File: src/rtl/lsu_dmem_master.sv
// lsu_dmem_master: data-memory initiator for the RV32IM load/store unit.
// Accepts one load/store at a time, drives a req/gnt/rvalid word-addressed
// memory port, forms byte enables and lane-replicated store data, and
// returns sign/zero-extended load data with a single-cycle done pulse.
// Misaligned or illegal-funct3 accesses complete with an error and never
// reach memory.
module lsu_dmem_master #(
    parameter int XLEN     = 32,
    parameter int FUNCT3_W = 3
) (
    input  logic                clk,
    input  logic                reset,
    input  logic                core_valid,
    input  logic                core_store,
    input  logic [FUNCT3_W-1:0] core_funct3,
    input  logic [XLEN-1:0]     core_addr,
    input  logic [XLEN-1:0]     core_wdata,
    output logic                core_stall,
    output logic                core_done,
    output logic                core_err,
    output logic [XLEN-1:0]     core_rdata,
    output logic                dmem_req,
    output logic                dmem_we,
    output logic [3:0]          dmem_be,
    output logic [XLEN-1:0]     dmem_addr,
    output logic [XLEN-1:0]     dmem_wdata,
    input  logic                dmem_gnt,
    input  logic                dmem_rvalid,
    input  logic [XLEN-1:0]     dmem_rdata
);

    typedef enum logic [1:0] {
        ST_IDLE = 2'd0,
        ST_REQ  = 2'd1,
        ST_WAIT = 2'd2,
        ST_DONE = 2'd3
    } state_e;

    // Access is legal when funct3 names a real op and the address is
    // naturally aligned to the access size.
    function automatic logic access_legal(input logic store,
                                          input logic [FUNCT3_W-1:0] f3,
                                          input logic [1:0] lo);
        logic ok;
        case (f3)
            3'd0:    ok = 1'b1;
            3'd1:    ok = ~lo[0];
            3'd2:    ok = (lo == 2'b00);
            3'd4:    ok = ~store;
            3'd5:    ok = ~store & ~lo[0];
            default: ok = 1'b0;
        endcase
        return ok;
    endfunction

    // Byte-lane enables for the access size and low address bits.
    function automatic logic [3:0] byte_enable(input logic [FUNCT3_W-1:0] f3,
                                               input logic [1:0] lo);
        logic [3:0] be;
        case (f3[1:0])
            2'b00:   be = 4'b0001 << lo;
            2'b01:   be = lo[1] ? 4'b1100 : 4'b0011;
            default: be = 4'b1111;
        endcase
        return be;
    endfunction

    // Replicate store data across all lanes so the memory needs no shifter.
    function automatic logic [XLEN-1:0] lane_wdata(input logic [FUNCT3_W-1:0] f3,
                                                   input logic [XLEN-1:0] wd);
        logic [XLEN-1:0] w;
        case (f3[1:0])
            2'b00:   w = {4{wd[7:0]}};
            2'b01:   w = {2{wd[15:0]}};
            default: w = wd;
        endcase
        return w;
    endfunction

    // Align the addressed lane to bit 0 and extend to a full register.
    function automatic logic [XLEN-1:0] load_extract(input logic [FUNCT3_W-1:0] f3,
                                                     input logic [1:0] lo,
                                                     input logic [XLEN-1:0] rd);
        logic [XLEN-1:0] sh;
        logic [XLEN-1:0] r;
        sh = rd >> {lo, 3'b000};
        case (f3)
            3'd0:    r = {{24{sh[7]}}, sh[7:0]};
            3'd1:    r = {{16{sh[15]}}, sh[15:0]};
            3'd4:    r = {24'd0, sh[7:0]};
            3'd5:    r = {16'd0, sh[15:0]};
            default: r = sh;
        endcase
        return r;
    endfunction

    state_e                state_r, state_next_s;
    logic                  op_store_r;
    logic [FUNCT3_W-1:0]   funct3_r;
    logic [1:0]            addr_lo_r;
    logic                  req_r, we_r;
    logic [3:0]            be_r;
    logic [XLEN-1:0]       addr_r, wdata_r;
    logic                  done_r, err_r;
    logic [XLEN-1:0]       rdata_r;

    logic                  accept_s, legal_s;
    logic                  req_next_s, done_next_s, err_next_s;
    logic [XLEN-1:0]       rdata_next_s, load_result_s;

    assign legal_s       = access_legal(core_store, core_funct3, core_addr[1:0]);
    assign load_result_s = load_extract(funct3_r, addr_lo_r, dmem_rdata);

    assign core_stall = core_valid & ~done_r;
    assign core_done  = done_r;
    assign core_err   = err_r;
    assign core_rdata = rdata_r;
    assign dmem_req   = req_r;
    assign dmem_we    = we_r;
    assign dmem_be    = be_r;
    assign dmem_addr  = addr_r;
    assign dmem_wdata = wdata_r;

    // State register.
    always_ff @(posedge clk or posedge reset) begin
        if (reset) begin
            state_r <= ST_IDLE;
        end else begin
            state_r <= state_next_s;
        end
    end

    // Next-state and next values of the registered outputs.
    always_comb begin
        state_next_s = state_r;
        accept_s     = 1'b0;
        req_next_s   = req_r;
        done_next_s  = 1'b0;
        err_next_s   = 1'b0;
        rdata_next_s = '0;
        case (state_r)
            ST_IDLE: begin
                if (core_valid) begin
                    accept_s = 1'b1;
                    if (legal_s) begin
                        state_next_s = ST_REQ;
                        req_next_s   = 1'b1;
                    end else begin
                        state_next_s = ST_DONE;
                        done_next_s  = 1'b1;
                        err_next_s   = 1'b1;
                    end
                end else begin
                    state_next_s = ST_IDLE;
                end
            end
            ST_REQ: begin
                if (dmem_gnt) begin
                    req_next_s = 1'b0;
                    if (op_store_r) begin
                        state_next_s = ST_DONE;
                        done_next_s  = 1'b1;
                    end else if (dmem_rvalid) begin
                        state_next_s = ST_DONE;
                        done_next_s  = 1'b1;
                        rdata_next_s = load_result_s;
                    end else begin
                        state_next_s = ST_WAIT;
                    end
                end else begin
                    state_next_s = ST_REQ;
                end
            end
            ST_WAIT: begin
                req_next_s = 1'b0;
                if (dmem_rvalid) begin
                    state_next_s = ST_DONE;
                    done_next_s  = 1'b1;
                    rdata_next_s = load_result_s;
                end else begin
                    state_next_s = ST_WAIT;
                end
            end
            ST_DONE: begin
                req_next_s   = 1'b0;
                state_next_s = ST_IDLE;
            end
            default: begin
                req_next_s   = 1'b0;
                state_next_s = ST_IDLE;
            end
        endcase
    end

    // Latch the accepted op and, for legal accesses, the memory request fields.
    always_ff @(posedge clk or posedge reset) begin
        if (reset) begin
            op_store_r <= 1'b0;
            funct3_r   <= '0;
            addr_lo_r  <= 2'b00;
            we_r       <= 1'b0;
            be_r       <= 4'b0000;
            addr_r     <= '0;
            wdata_r    <= '0;
        end else if (accept_s) begin
            op_store_r <= core_store;
            funct3_r   <= core_funct3;
            addr_lo_r  <= core_addr[1:0];
            if (legal_s) begin
                we_r    <= core_store;
                be_r    <= byte_enable(core_funct3, core_addr[1:0]);
                addr_r  <= {core_addr[XLEN-1:2], 2'b00};
                wdata_r <= core_store ? lane_wdata(core_funct3, core_wdata) : '0;
            end
        end
    end

    // Registered handshake and completion outputs.
    always_ff @(posedge clk or posedge reset) begin
        if (reset) begin
            req_r   <= 1'b0;
            done_r  <= 1'b0;
            err_r   <= 1'b0;
            rdata_r <= '0;
        end else begin
            req_r   <= req_next_s;
            done_r  <= done_next_s;
            err_r   <= err_next_s;
            rdata_r <= rdata_next_s;
        end
    end

endmodule

File: config.mk
export PLATFORM = sky130hd
export DESIGN_NAME = lsu_dmem_master
export DESIGN_NICKNAME = d
export VERILOG_FILES = /design/src/rtl/lsu_dmem_master.sv
export SDC_FILE = /design/constraint.sdc
export NUM_CORES = 1
export LEC_CHECK = 0
export CAP_MARGIN = 20
export CORE_MARGIN = 2
export CORE_UTILIZATION = 30
export DETAILED_ROUTE_END_ITERATION = 10
export PLACE_DENSITY = 0.59
export SLEW_MARGIN = 0
export SYNTH_ARGS = -nofsm -noshare
export SYNTH_HDL_FRONTEND = slang
export SYNTH_SLANG_ARGS = --single-unit
File: constraint.sdc
create_clock -name clk -period 5.6 [get_ports clk]
set_clock_uncertainty 0.15 [all_clocks]
set_input_delay 1.4 -clock clk [delete_from_list [all_inputs] [get_ports clk]]
set_output_delay 1.4 -clock clk [all_outputs]
set_load 0.02 [all_outputs]
==> reports/results.ini <==
[placed_design]
pre_cts_slack_ps=1350
dpl_cell_area_um2=7180

[sta]
setup_repair_after_global_routing_missed_its_margin=no
post_layout_period_usage=0.759
worst-slew-pin-transition_ps=1070
fmax_ghz=0.235
setup_violations=0

[power]
p_clk_frac=0.173
max-vdd-ir-drop_uv=246
total_power_w=0.00364
clk-power_w=0.000629

[synth]
yosys_warnings=0
synth_cell_type_count=42
postSynthAreaPerCell_um2=11.6
yosys.area_share.xor_xnor=0.00178
synth-edff-count=0
yosys-mux-area-fraction=0.165
main_logic_family=multiplexers
synth_top_flop_cell=dfrtp_1
synth.area.top_cells=dfrtp_1, mux2i_1, mux2_2
ao_oa_area_share=0.145
library_cell_with_the_highest_instance_count_after_synthesis=dfrtp_1
yosys_register_bits=110

[worst_setup_path]
element_type_at_the_critical_path_end=output pin
crit_required_ps=4050

[global_route]
vias_in_the_first_global_route=4215
grt_antenna_before_repair=0
grt_max_degree=86

[floorplan]
initCoreUtil=0.308
die_area_um2=17500
io-pin-count=210

[final_layout]
finish.instance_area_um2=7500
layout_top_cell=clkdlybuf4s50_1
nFillCells=1502

[job]
log.warning_count=30

[route]
drtAntennaViolNets=0
first_iter_violations=188

[run_status]
run_status=complete, no violations

[clock_network]
cts-htree-levels=3

==> metal layers <==
metal	vias up	share of wire	wire, um	track usage
met5	-	0	0	0
met4	0	0.011	158	0.0472
met3	13	0.090	1310	0.0611
met2	163	0.46	6700	0.273
met1	1914	0.44	6320	0.208
li1	1888	-	-	-
==> per-stage QoR <==
stage               instances   util
floorplan                 427      -
global placement          826  0.449
detailed placement        826  0.449
CTS                       842  0.467
global route              843  0.468
finish                    843  0.468
==> final timing paths <==
check | startpoint | to | slack (ps) | cells past startpoint
max | core_valid | core_stall | 1350 | 3
min | dmem_wdata[23] | dmem_wdata[23] | 330 | 2
max reg2reg | addr_lo_r[1] | core_rdata[29] | 2950 | 4
min reg2reg | dmem_wdata[23] | dmem_wdata[23] | 330 | 2
max in group asynchronous | reset | dmem_wdata[18] | 3330 | 3
min in group asynchronous | reset | dmem_addr[6] | 1260 | 2
==> flip-flops by register name (all words and copies together) (netlist names) <==
signal / cells
core_rdata: 32
dmem_wdata: 32
dmem_addr: 30
dmem_be: 4
funct3_r: 3
addr_lo_r: 2
state_r: 2
core_done: 1
core_err: 1
dmem_req: 1
dmem_we: 1
op_store_r: 1
==> layout make-up <==
| cell class | instances | area [um2] | share of cell area |
|---|---|---|---|
| multi-input combinational | 284 | 2040 | 0.272 |
| timing repair buffer | 212 | 2130 | 0.284 |
| inverter | 5 | 21.3 | 0.00284 |
| clock buffer | 13 | 240 | 0.0320 |
| tap | 216 | 270 | 0.0361 |
| clock inverter | 3 | 45.0 | 0.00601 |
| sequential | 110 | 2750 | 0.367 |
==> worst max-delay path: stages <==
cell,delay (ps)
clkdlybuf4s50_1,550
nor2b_1,150
clkdlybuf4s50_1,600
Fig. 1: metal 1
Cells faint in the background.
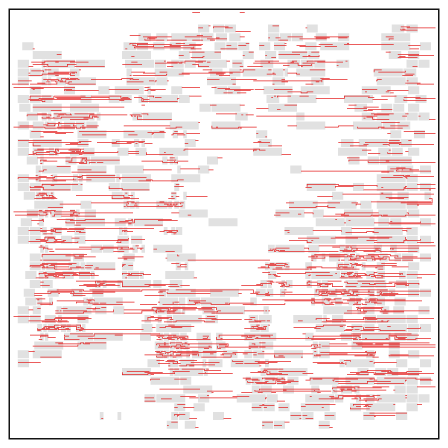
The longest straight run is 37.3 um. The layer carries 6,320 um of wire.
met1 layer usage reported by global route: 0.208
Detailed Route WL: 14,500 um
via count: 3,978

Fig. 2: met4 routing
The bar under the picture is 50 um long. Cells faint in the background.
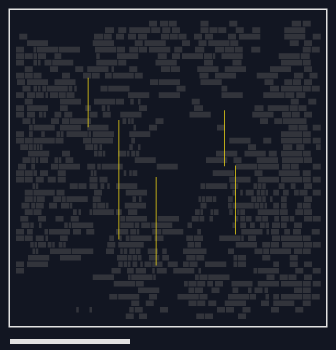
The layer carries 158 um of wire. The layer holds 1.1% of the routed length. The wires run mostly vertical. 2 nets have wire on it.

Fig. 3: M2 wires
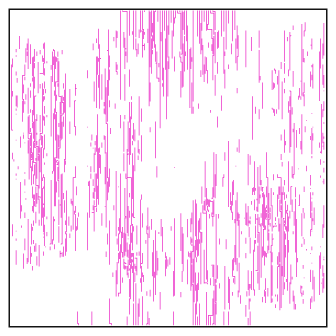
The longest straight run is 49.2 um. The wires run mostly vertical.
met2 capacity usage during global routing: 0.273

Fig. 4: met3 routing
Cells faint in the background.
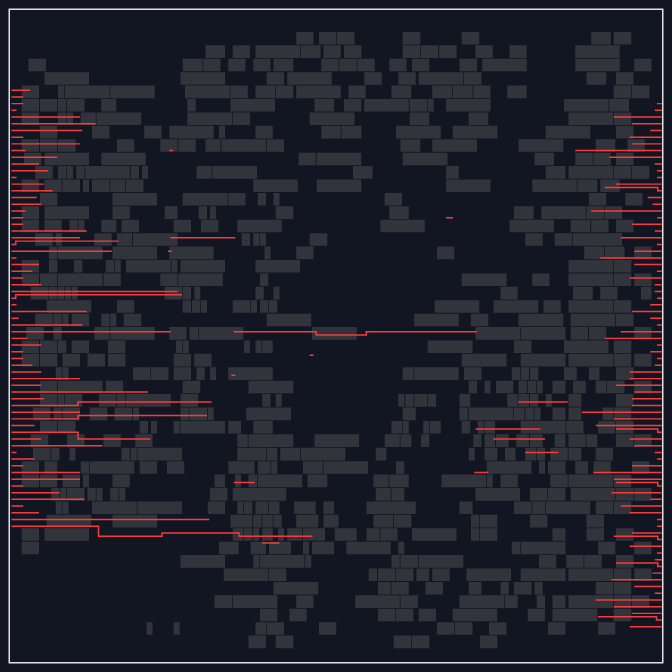
The layer holds 9.0% of the routed length. The wires run mostly horizontal. The layer carries 1,310 um of wire. The longest straight run is 39.8 um. 151 nets have wire on it.
grt met3 use: 0.0611

Fig. 5: routing congestion map
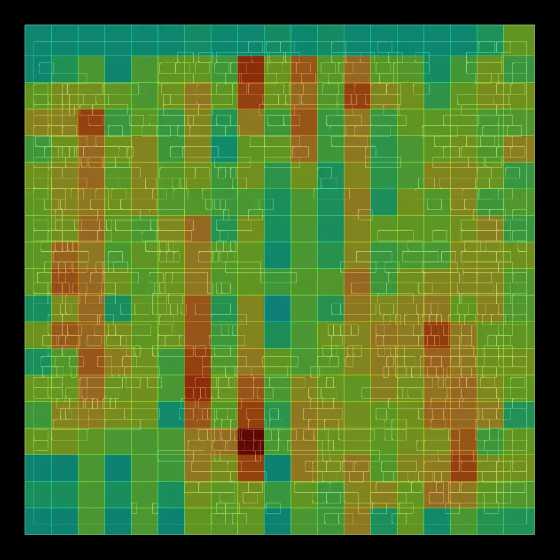
Wirelength per Cell: 17.2 um
total routing usage reported by global routing: 0.167
post-route core utilization: 0.468

